`src/rtl/addsub_arb_pkg.sv`:
```
`default_nettype none
// ---------------------------------------------------------------------------
// Module : addsub_arb_pkg
// Brief  : Shared constants and types for the two-requester add/sub arbiter.
// Rev    : 1.0  initial release
// ---------------------------------------------------------------------------
package addsub_arb_pkg;

  localparam int W    = 8;
  localparam int NREQ = 2;
  localparam int ID_W = 1;

  localparam logic [1:0] ST_IDLE = 2'd0;
  localparam logic [1:0] ST_EXEC = 2'd1;
  localparam logic [1:0] ST_RESP = 2'd2;

  typedef enum logic [1:0] {
    IDLE = ST_IDLE,
    EXEC = ST_EXEC,
    RESP = ST_RESP
  } state_t;

  typedef logic [ID_W-1:0] req_id_t;

endpackage
`default_nettype wire

```
`src/rtl/addsub_arb_addsub.sv`:
```
`default_nettype none
// ---------------------------------------------------------------------------
// Module : addsub
// Brief  : W-bit adder/subtractor, A+B or A-B (A+~B+1), with C/V/N/Z flags.
// Rev    : 1.0  initial release
// ---------------------------------------------------------------------------
module addsub #(
  parameter int W = 8
) (
  input  logic [W-1:0] a,
  input  logic [W-1:0] b,
  input  logic         sub,
  output logic [W-1:0] s,
  output logic         c,
  output logic         v,
  output logic         n,
  output logic         z
);

  logic [W-1:0] b_eff;
  logic [W-2:0] s_lo;
  logic         s_msb;
  logic         c_into_msb;

  // Subtraction reuses the adder: invert B and inject the +1 as carry-in.
  assign b_eff = sub ? ~b : b;

  // Split at the MSB so the carry into the top bit is visible for overflow.
  assign {c_into_msb, s_lo} = {1'b0, a[W-2:0]} + {1'b0, b_eff[W-2:0]}
                              + {{(W-1){1'b0}}, sub};
  assign {c, s_msb} = {1'b0, a[W-1]} + {1'b0, b_eff[W-1]} + {1'b0, c_into_msb};

  assign s = {s_msb, s_lo};
  assign v = c_into_msb ^ c;
  assign n = s_msb;
  assign z = ~|s;

endmodule
`default_nettype wire

```
`src/rtl/addsub_arb.sv`:
```
`default_nettype none
// ---------------------------------------------------------------------------
// Module : addsub_arb
// Brief  : Round-robin arbiter sharing one addsub datapath between two
//          requesters; results returned with requester ID over valid/ready.
// Rev    : 1.0  initial release
// ---------------------------------------------------------------------------
module addsub_arb #(
  parameter int NREQ = 2,
  parameter int W    = 8
) (
  input  logic              clk,
  input  logic              rst_n,
  input  logic [NREQ-1:0]   req_valid,
  output logic [NREQ-1:0]   req_ready,
  input  logic [NREQ*W-1:0] req_a,
  input  logic [NREQ*W-1:0] req_b,
  input  logic [NREQ-1:0]   req_m,
  output logic              rsp_valid,
  input  logic              rsp_ready,
  output logic              rsp_id,
  output logic [W-1:0]      rsp_s,
  output logic              rsp_c,
  output logic              rsp_v,
  output logic              rsp_n,
  output logic              rsp_z,
  output logic              busy
);

  import addsub_arb_pkg::*;

  state_t        state;
  logic          last_grant;
  logic [W-1:0]  a_r;
  logic [W-1:0]  b_r;
  logic          m_r;
  req_id_t       id_r;

  logic [NREQ-1:0] grant;
  logic            gnt_id;
  logic            handshake;
  logic [W-1:0]    a_sel;
  logic [W-1:0]    b_sel;

  logic [W-1:0]    alu_s;
  logic            alu_c;
  logic            alu_v;
  logic            alu_n;
  logic            alu_z;

  // Round-robin pick: a lone requester wins, a tie goes to the one not served last.
  always_comb begin
    grant = '0;
    case (req_valid)
      2'b01:   grant = 2'b01;
      2'b10:   grant = 2'b10;
      2'b11:   grant = last_grant ? 2'b01 : 2'b10;
      default: grant = '0;
    endcase
  end

  assign gnt_id    = grant[1];
  // Ready is offered only in IDLE and is forced low while reset is held.
  assign req_ready = (state == IDLE && rst_n) ? grant : '0;
  assign handshake = |(req_valid & req_ready);
  assign a_sel     = gnt_id ? req_a[2*W-1:W] : req_a[W-1:0];
  assign b_sel     = gnt_id ? req_b[2*W-1:W] : req_b[W-1:0];
  assign busy      = (state != IDLE);

  addsub #(
    .W (W)
  ) u_addsub (
    .a   (a_r),
    .b   (b_r),
    .sub (m_r),
    .s   (alu_s),
    .c   (alu_c),
    .v   (alu_v),
    .n   (alu_n),
    .z   (alu_z)
  );

  // Sequencer: capture operands on grant, compute for one cycle, hold response.
  always_ff @(posedge clk or negedge rst_n) begin
    if (!rst_n) begin
      state      <= IDLE;
      last_grant <= 1'b1;
      a_r        <= '0;
      b_r        <= '0;
      m_r        <= 1'b0;
      id_r       <= '0;
      rsp_valid  <= 1'b0;
      rsp_id     <= 1'b0;
      rsp_s      <= '0;
      rsp_c      <= 1'b0;
      rsp_v      <= 1'b0;
      rsp_n      <= 1'b0;
      rsp_z      <= 1'b0;
    end else begin
      case (state)
        IDLE: begin
          if (handshake) begin
            a_r        <= a_sel;
            b_r        <= b_sel;
            m_r        <= req_m[gnt_id];
            id_r       <= gnt_id;
            last_grant <= gnt_id;
            state      <= EXEC;
          end
        end
        EXEC: begin
          rsp_s     <= alu_s;
          rsp_c     <= alu_c;
          rsp_v     <= alu_v;
          rsp_n     <= alu_n;
          rsp_z     <= alu_z;
          rsp_id    <= id_r;
          rsp_valid <= 1'b1;
          state     <= RESP;
        end
        RESP: begin
          if (rsp_ready) begin
            rsp_valid <= 1'b0;
            state     <= IDLE;
          end
        end
        default: state <= IDLE;
      endcase
    end
  end

endmodule
`default_nettype wire

```
`config.mk`:
```
export PLATFORM = sky130hd
export DESIGN_NAME = addsub_arb
export DESIGN_NICKNAME = d
export VERILOG_FILES = /design/src/rtl/addsub_arb_pkg.sv /design/src/rtl/addsub_arb_addsub.sv /design/src/rtl/addsub_arb.sv
export SDC_FILE = /design/constraint.sdc
export NUM_CORES = 1
export LEC_CHECK = 0
export ABC_AREA = 1
export CAP_MARGIN = 20
export CELL_PAD_IN_SITES_DETAIL_PLACEMENT = 1
export CELL_PAD_IN_SITES_GLOBAL_PLACEMENT = 1
export CORE_MARGIN = 3
export CORE_UTILIZATION = 35
export DETAILED_ROUTE_END_ITERATION = 12
export GPL_TIMING_DRIVEN = 1
export PLACE_DENSITY_LB_ADDON = 0.1
export SLEW_MARGIN = 10
export SYNTH_ARGS = -nofsm -noshare
export SYNTH_HDL_FRONTEND = slang
export SYNTH_HIERARCHICAL = 1
export SYNTH_SLANG_ARGS = --single-unit
```
`constraint.sdc`:
```
create_clock -name clk -period 3.5 [get_ports clk]
set_input_delay 0.525 -clock clk [delete_from_list [all_inputs] [get_ports clk]]
set_output_delay 0.525 -clock clk [all_outputs]
set_load 0.02 [all_outputs]
```
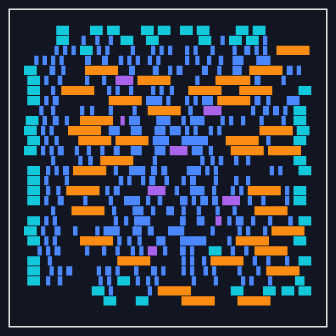
*Placement by cell class, run 1*
- orange: flops (cells 35)
- purple: clock drivers and dummy loads (cells 8)
- blue: combinational and other logic (cells 269)
- cyan: other buffers and delay cells (cells 56)

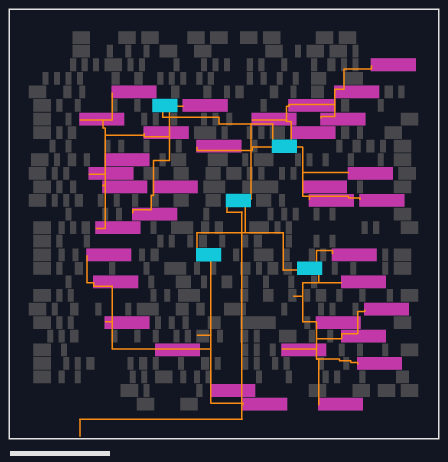
*Routed clock nets over the placement, run 1*
The bar under the picture is 20 um long.
- magenta: flip-flops (count 35)
- orange: clock wires (length 519 um)
- cyan: clock drivers (count 5)
- routed clock nets: 6

==> impl_metrics.tcl, run 1 <==
# flow metrics
set metrics [dict create \
    outcome "finished, final reports clean" \
    critical_path_depth 19 \
    cts_resized 0 \
    critPathMaxFanout 9 \
    die_w_um 85.8 \
    seqPwrFrac 0.267 \
    routedWlPerCell_um 11.2 \
    cts_buffer_depth 2 \
    yosys-stat-area_sq_um 2230 \
    synth-simple-area-share 0.349 \
    worstReg2RegStart "m_r" \
    core-area_sq_um 6030 \
    drt_iter0_drc 39 \
    wl_met1_mm 2.31 \
    reg2reg_to "rsp_z" \
    maxCapViolations 0 \
    clk_share 0.0295 \
    place_area_sq_um 2800 \
    place_hpwl_mm 3.93 \
    dr.max_layer_used "met4" \
    nClkBuffers 6 \
    nNetsFinal 414 \
    postSynthSeqShare 0.394 \
    place_inst 435 \
    antennaDiodeCount 0 \
    die_area_sq_um 7360 \
    post_cts_buffers 0 \
    grt_use_met1 0.193 \
    syn_area_per_cell_sq_um 7.09 \
    grt_max_degree 36 \
    synth_flops 35 \
    fin_area_sq_um 2880 \
    min_to "rsp_s[3]" \
    grt_busiest_layer "met2" \
    crit_buf_inv 2 \
    p_leak_nw 1.60 \
    floorplan.core_util 0.370 \
    pwr.group.sequential_mw 0.722 \
    slew_headroom 0.471 \
    grt_use_met2 0.252 \
    power_density_nw_per_um2 939 \
    via_per_inst 4.43 \
    cts_tree "done" \
    top_cell "nand2_1" \
    route.met2.wl_mm 2.37 \
    flops 35 \
    finalHoldViolCount 0 \
    common_cells "133 x nand2_1, 57 x inv_1, 34 x dfrtp_1" \
    fillCellCount 807 \
    mux_share 0 \
    io_buffers 55 \
    final-nonclk-buf-share 0.194 \
    power_mw 2.70 \
    n_all_inverters 61 \
    cp_slowest_cell "dfrtp_1" \
    seq_share 0.304 \
    layout.cells.most_common_list "133 x nand2_1, 57 x inv_1, 55 x clkdlybuf4s50_1" \
    cts_inserted_buffers 5 \
    ir_drop_mv 0.417 \
    end_kind "flip-flop" \
    ys_sh_adder 0.0517 \
    startpoint_type "flip-flop" \
    cts_root_buffer "clkbuf_8" \
    antenna_found_initial 0 \
    ys.flop_type "dfrtp_1" \
    maxPowerGroup "combinational cells" \
    endpoint "rsp_z" \
    chipHeight_um 85.8 \
    async_reset_ff_frac 1.00 \
    use_met3 0.0327 \
    path_delay_family "simple AND/OR/NAND/NOR gates" \
    reg.largest.list "a_r x8, b_r x8, rsp_s x8" \
    worst_pin_slew_ns 0.791 \
    grt_pass1_vias 1951 \
    period_needed_ns 3.03 \
    drc_errors 0 \
    drive_gt1_frac 0.0734 \
    n_all_buffers 56 \
    cts_hold_buf 0 \
    regArea_sq_um 877 \
    drtAntennaViolNets 0 \
    setup_viol 0 \
    dpl_worst_slack_ns 0.468 \
    yosys_warnings 6 \
    path_clk_slew_ns 0.07 \
    fmax_mhz 330 \
    arrival_ns 3.26 \
    dominant_cells "combinational gates" \
    p_clk_frac 0.106 \
    grt.overflow.total 0 \
    ios 56 \
    whs_ns 0.470 \
    grt_setup_unrepaired "false" \
    routed_wl_mm 4.95 \
    hold_path.class "reg -> reg" \
    met3_length_um 204 \
    numClockSinks 35 \
    h-tree-depth 2 \
    crit_chain "xnor2_1 > inv_1 > ha_1 > nand2_1 > clkinv_1 > nand2_4 > nand2_4 > nand4_2 > nand2_1 > fa_1 > nor2_1 > nand3_1 > nor2_1 > nand2_1 > nor2_1 > nand2_1 > nor2_2 > nand2_1 > nand2_1" \
    combPwrFrac 0.627 \
    taps 75 \
    clk_latency_ns 0.29 \
    final_cells 443 \
    vias 1962 \
    rows 28 \
    num-multi-input-gates 208 \
    p_sw_frac 0.481 \
    p_comb_mw 1.70 \
    yosys.area.top_type "dfrtp_1" \
    ys_types 27 \
    p_switching_mw 1.30 \
    logic_area_sq_um 1040 \
    pg_clk_mw 0.287 \
    areaGrowthSynthToFinish_pct 29.4 \
    syn_nets 361 \
    ys_top_cells_by_area "dfrtp_1 38%, nand2_1 22%, inv_1 9.6%, nand3_1 5.8%, ha_1 3.4%" \
    layout_top_cell "nand2_1" \
    crit_start "m_r" \
    setup_ws_ns 0.469 \
    cp_slowest_stage_delay_ns 0.54 \
    gp_congestion 0.822 \
    fin_crit_sh 0.866 \
    warnings 26 \
    grtUsageTotal 0.150 \
    worst-setup-path-type "reg -> reg" \
    ys_top_logic_family "simple AND/OR/NAND/NOR gates" \
    crit_required_ns 3.73 \
    grt_pass1_wl_mm 8.91 \
    fin_skew_ns 0.00481 \
    netlist_area_sq_um 2230 \
    sh_comb_area 0.360 \
    yosysTopAreaCellShare 0.382 \
    p_int_mw 1.40 \
    firstDrtPassIters 4 \
]
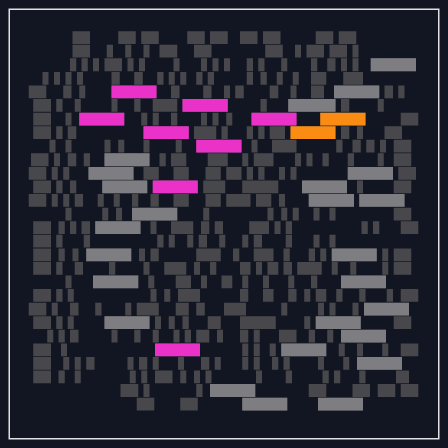
*Sequential cells colored by netlist name, run 1*
Other sequential cells in the stronger gray, the rest of the logic in the fainter gray.
- orange: `state` (flops 2)
- magenta: `b_r` (flops 8)

==> run 1 -> run 2 <==
--- a/config.mk
+++ b/config.mk
@@ -14,6 +14,7 @@
 export DETAILED_ROUTE_END_ITERATION = 12
 export GPL_TIMING_DRIVEN = 1
 export PLACE_DENSITY_LB_ADDON = 0.1
+export SETUP_SLACK_MARGIN = 0.3
 export SLEW_MARGIN = 10
 export SYNTH_ARGS = -nofsm -noshare
 export SYNTH_HDL_FRONTEND = slang
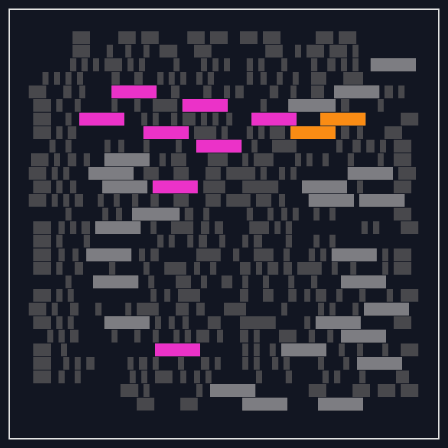
*Sequential cells colored by netlist name, run 2*
Other sequential cells in the stronger gray, the rest of the logic in the fainter gray.
- orange: `state` (flops 2)
- magenta: `b_r` (flops 8)
- not colored: 25

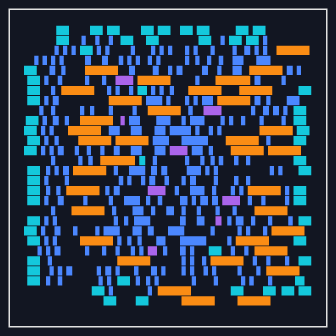
*Placement by cell class, run 2*
- purple: clock drivers and dummy loads (cells 8)
- orange: flops (cells 35)
- blue: combinational and other logic (cells 269)
- cyan: other buffers and delay cells (cells 58)

==> run 2 against run 1 <==
Effect of this change: synthesized cell count is the same; sequential cell count is the same; register-to-register slack gained 0.16 ns; final area grew 0.74%; sequential share of layout area shrank 0.18 points; die area is the same; maximum frequency grew 5.6%; clock-buffer cell count is the same; via count grew 1.1%; critical path type unchanged; highest routed layer unchanged.
==> impl_metrics.tcl, run 2 <==
# flow metrics
set metrics [dict create \
    endpoint "rsp_z" \
    cp_slowest_cell "fa_1" \
    period_needed_ns 2.87 \
    nClkBuffers 6 \
    min_to "rsp_s[3]" \
    pwr.group.sequential_mw 0.718 \
    io_buffers 55 \
    use_met3 0.0327 \
    worstReg2RegStart "m_r" \
    fmax_mhz 348 \
    place_area_sq_um 2800 \
    taps 75 \
    p_sw_frac 0.480 \
    num-multi-input-gates 208 \
    cts_inserted_buffers 5 \
    drc_errors 0 \
    ios 56 \
    ys_top_logic_family "simple AND/OR/NAND/NOR gates" \
    netlist_area_sq_um 2230 \
    seq_share 0.303 \
    crit_chain "clkbuf_2 > xor2_1 > ha_1 > a21oi_1 > o21a_1 > nand2_1 > fa_1 > nor2_1 > nand3_1 > nor2_1 > nand2_1 > nor2_1 > nand2_1 > nor2_2 > nand2_1 > nand2_1" \
    antennaDiodeCount 0 \
    antenna_found_initial 0 \
    n_all_buffers 58 \
    worst_pin_slew_ns 0.791 \
    final-nonclk-buf-share 0.197 \
    cts_tree "done" \
    vias 1984 \
    fin_skew_ns 0.00489 \
    slew_headroom 0.471 \
    place_inst 435 \
    critical_path_depth 16 \
    route.met2.wl_mm 2.40 \
    gp_congestion 0.822 \
    grt_busiest_layer "met2" \
    grtUsageTotal 0.150 \
    drtAntennaViolNets 0 \
    place_hpwl_mm 3.93 \
    grt_pass1_vias 1951 \
    maxPowerGroup "combinational cells" \
    finalHoldViolCount 0 \
    cp_slowest_stage_delay_ns 0.50 \
    seqPwrFrac 0.263 \
    firstDrtPassIters 4 \
    p_switching_mw 1.31 \
    h-tree-depth 2 \
    synth-simple-area-share 0.349 \
    grt_max_degree 36 \
    critPathMaxFanout 6 \
    areaGrowthSynthToFinish_pct 30.3 \
    cts_root_buffer "clkbuf_8" \
    routedWlPerCell_um 11.2 \
    p_comb_mw 1.73 \
    grt_setup_unrepaired "false" \
    postSynthSeqShare 0.394 \
    core-area_sq_um 6030 \
    rows 28 \
    startpoint_type "flip-flop" \
    combPwrFrac 0.632 \
    ys_top_cells_by_area "dfrtp_1 38%, nand2_1 22%, inv_1 9.6%, nand3_1 5.8%, ha_1 3.4%" \
    nNetsFinal 416 \
    maxCapViolations 0 \
    die_area_sq_um 7360 \
    pg_clk_mw 0.287 \
    ys.flop_type "dfrtp_1" \
    async_reset_ff_frac 1.00 \
    path_clk_slew_ns 0.07 \
    grt.overflow.total 0 \
    p_int_mw 1.42 \
    layout_top_cell "nand2_1" \
    via_per_inst 4.46 \
    aoi_share 0.0343 \
    crit_start "m_r" \
    grt_pass1_wl_mm 8.91 \
    syn_area_per_cell_sq_um 7.09 \
    mux_share 0 \
    p_clk_frac 0.105 \
    whs_ns 0.471 \
    layout.cells.most_common_list "133 x nand2_1, 57 x inv_1, 55 x clkdlybuf4s50_1" \
    cts_resized 0 \
    drive_gt1_frac 0.0838 \
    flops 35 \
    setup_ws_ns 0.629 \
    worstHoldPathCells 2 \
    die_w_um 85.8 \
    warnings 26 \
    sh_comb_area 0.360 \
    fillCellCount 806 \
    met3_length_um 212 \
    p_leak_nw 1.61 \
    cts_buffer_depth 2 \
    drt_iter0_drc 45 \
    yosys.area.top_type "dfrtp_1" \
    path_delay_family "adder cells" \
    reg.largest.list "a_r x8, b_r x8, rsp_s x8" \
    reg2reg_to "rsp_z" \
    routed_wl_mm 4.99 \
    regArea_sq_um 878 \
    yosysTopAreaCellShare 0.382 \
    clk_latency_ns 0.29 \
    yosys_warnings 6 \
    post_cts_buffers 0 \
    numClockSinks 35 \
    outcome "finished, final reports clean" \
    ys_sh_adder 0.0517 \
    fin_area_sq_um 2900 \
    grt_use_met1 0.193 \
    yosys-stat-area_sq_um 2230 \
    power_density_nw_per_um2 941 \
    synth_flops 35 \
    common_cells "133 x nand2_1, 57 x inv_1, 34 x dfrtp_1" \
    crit_buf_inv 1 \
    logic_area_sq_um 1050 \
    grt_use_met2 0.252 \
    crit_required_ns 3.73 \
    floorplan.core_util 0.370 \
    power_mw 2.73 \
    dr.max_layer_used "met4" \
    worst-setup-path-type "reg -> reg" \
    wl_met1_mm 2.31 \
    dpl_worst_slack_ns 0.468 \
    syn_nets 361 \
    dominant_cells "combinational gates" \
    fin_crit_sh 0.820 \
    final_cells 445 \
    chipHeight_um 85.8 \
    setup_viol 0 \
    n_all_inverters 61 \
    top_cell "nand2_1" \
    end_kind "flip-flop" \
    cts_hold_buf 0 \
    arrival_ns 3.10 \
    clk_share 0.0293 \
    hold_path.class "reg -> reg" \
    ir_drop_mv 0.418 \
    ys_types 27 \
]
==> run 2 -> run 3 <==
==> constraint.sdc (replaced) <==
create_clock -name clk -period 2.7 [get_ports clk]
set_input_delay 0.405 -clock clk [delete_from_list [all_inputs] [get_ports clk]]
set_output_delay 0.405 -clock clk [all_outputs]
set_load 0.02 [all_outputs]
==> run 3 against run 2 <==
Effect of this change: sequential share of layout area decreased by 1.6 points; worst setup slack got worse by 0.61 ns; largest power group unchanged; highest routed layer unchanged; sequential cell count unchanged.
==> impl_metrics.tcl, run 3 <==
# flow metrics
set metrics [dict create \
    cp_slowest_cell "dfrtp_2" \
    yosys.area.top_type "dfrtp_1" \
    cts_buffer_depth 2 \
    num-multi-input-gates 208 \
    crit_start "m_r" \
    yosys_warnings 6 \
    cts_hold_buf 0 \
    seq_share 0.287 \
    ios 56 \
    nClkBuffers 7 \
    post_cts_buffers 5 \
    critPathMaxFanout 8 \
    dominant_cells "combinational gates" \
    regArea_sq_um 878 \
    nNetsFinal 435 \
    n_all_buffers 77 \
    outcome "finished, final reports clean" \
    chipHeight_um 85.8 \
    grt_use_met2 0.287 \
    drtAntennaViolNets 0 \
    numClockSinks 35 \
    drive_gt1_frac 0.139 \
    taps 75 \
    areaGrowthSynthToFinish_pct 37.5 \
    critical_path_depth 16 \
    drt_iter0_drc 59 \
    p_switching_mw 1.90 \
    use_met3 0.0298 \
    reg2reg_to "rsp_z" \
    die_area_sq_um 7360 \
    pg_clk_mw 0.365 \
    route.met2.wl_mm 2.71 \
    logic_area_sq_um 1060 \
    p_clk_frac 0.087 \
    layout.cells.most_common_list "132 x nand2_1, 56 x inv_1, 55 x clkdlybuf4s50_1" \
    reg.largest.list "a_r x8, b_r x8, rsp_s x8" \
    arrival_ns 2.91 \
    met3_length_um 215 \
    fin_skew_ns 0.00379 \
    cts_root_buffer "clkbuf_8" \
    final_cells 464 \
    io_buffers 55 \
    firstDrtPassIters 4 \
    h-tree-depth 2 \
    path_delay_family "simple AND/OR/NAND/NOR gates" \
    power_mw 4.18 \
    p_int_mw 2.28 \
    slew_headroom 0.438 \
    routedWlPerCell_um 11.6 \
    gp_congestion 0.834 \
    final-nonclk-buf-share 0.234 \
    period_needed_ns 2.68 \
    postSynthSeqShare 0.394 \
    fmax_mhz 373 \
    startpoint_type "flip-flop" \
    setup_viol 0 \
    ir_drop_mv 0.612 \
    hold_path.class "reg -> reg" \
    p_comb_mw 2.87 \
    whs_ns 0.470 \
    grt_pass1_vias 2104 \
    grtUsageTotal 0.162 \
    floorplan.core_util 0.370 \
    dpl_worst_slack_ns -0.140 \
    grt_max_degree 36 \
    n_all_inverters 61 \
    seqPwrFrac 0.226 \
    vias 2075 \
    fillCellCount 803 \
    worst-setup-path-type "reg -> reg" \
    grt_setup_unrepaired "true" \
    yosys-stat-area_sq_um 2230 \
    maxCapViolations 0 \
    async_reset_ff_frac 1.00 \
    cts_inserted_buffers 5 \
    core-area_sq_um 6030 \
    top_cell "nand2_1" \
    grt.overflow.total 0 \
    maxPowerGroup "combinational cells" \
    worstHoldPathCells 2 \
    ys.flop_type "dfrtp_1" \
    wl_met1_mm 2.36 \
    via_per_inst 4.47 \
    syn_area_per_cell_sq_um 7.09 \
    worst_pin_slew_ns 0.839 \
    worstReg2RegStart "m_r" \
    fin_crit_sh 0.994 \
    synth-simple-area-share 0.349 \
    layout_top_cell "nand2_1" \
    p_sw_frac 0.454 \
    place_hpwl_mm 4.21 \
    crit_required_ns 2.93 \
    ys_types 27 \
    netlist_area_sq_um 2230 \
    mux_share 0 \
    syn_nets 361 \
    flops 35 \
    ys_sh_adder 0.0517 \
    ys_top_logic_family "simple AND/OR/NAND/NOR gates" \
    crit_chain "xor2_1 > ha_1 > nand2_1 > inv_2 > nand4_4 > nand2_2 > fa_2 > nor2_2 > nand3_1 > nor2_1 > nand2_1 > nor2_1 > nand2_1 > nor2_2 > nand2_1 > nand2_1" \
    grt_use_met1 0.195 \
    path_clk_slew_ns 0.07 \
    grt_pass1_wl_mm 9.56 \
    crit_buf_inv 1 \
    fin_area_sq_um 3060 \
    drc_errors 0 \
    warnings 29 \
    routed_wl_mm 5.40 \
    antennaDiodeCount 0 \
    p_leak_nw 1.70 \
    die_w_um 85.8 \
    synth_flops 35 \
    combPwrFrac 0.687 \
    common_cells "133 x nand2_1, 57 x inv_1, 34 x dfrtp_1" \
    place_inst 444 \
    rows 28 \
    yosysTopAreaCellShare 0.382 \
    cp_slowest_stage_delay_ns 0.49 \
    grt_busiest_layer "met2" \
    clk_share 0.0266 \
    min_to "rsp_v" \
    ys_top_cells_by_area "dfrtp_1 38%, nand2_1 22%, inv_1 9.6%, nand3_1 5.8%, ha_1 3.4%" \
    setup_ws_ns 0.0167 \
]
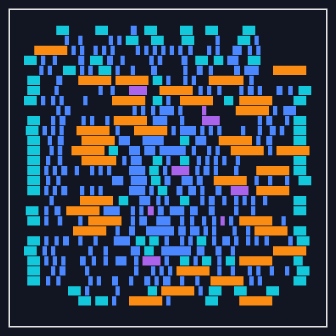
*Placement by cell class, run 3*
- blue: combinational and other logic (cells 269)
- orange: flops (cells 35)
- purple: clock drivers and dummy loads (cells 8)
- cyan: other buffers and delay cells (cells 77)

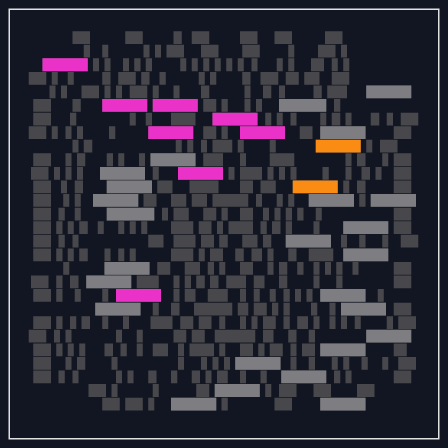
*Sequential cells colored by netlist name, run 3*
Other sequential cells in the stronger gray, the rest of the logic in the fainter gray.
- orange: `state` (flops 2)
- magenta: `b_r` (flops 8)
- not colored: 25

Power is estimated from default activity; no workload was simulated.
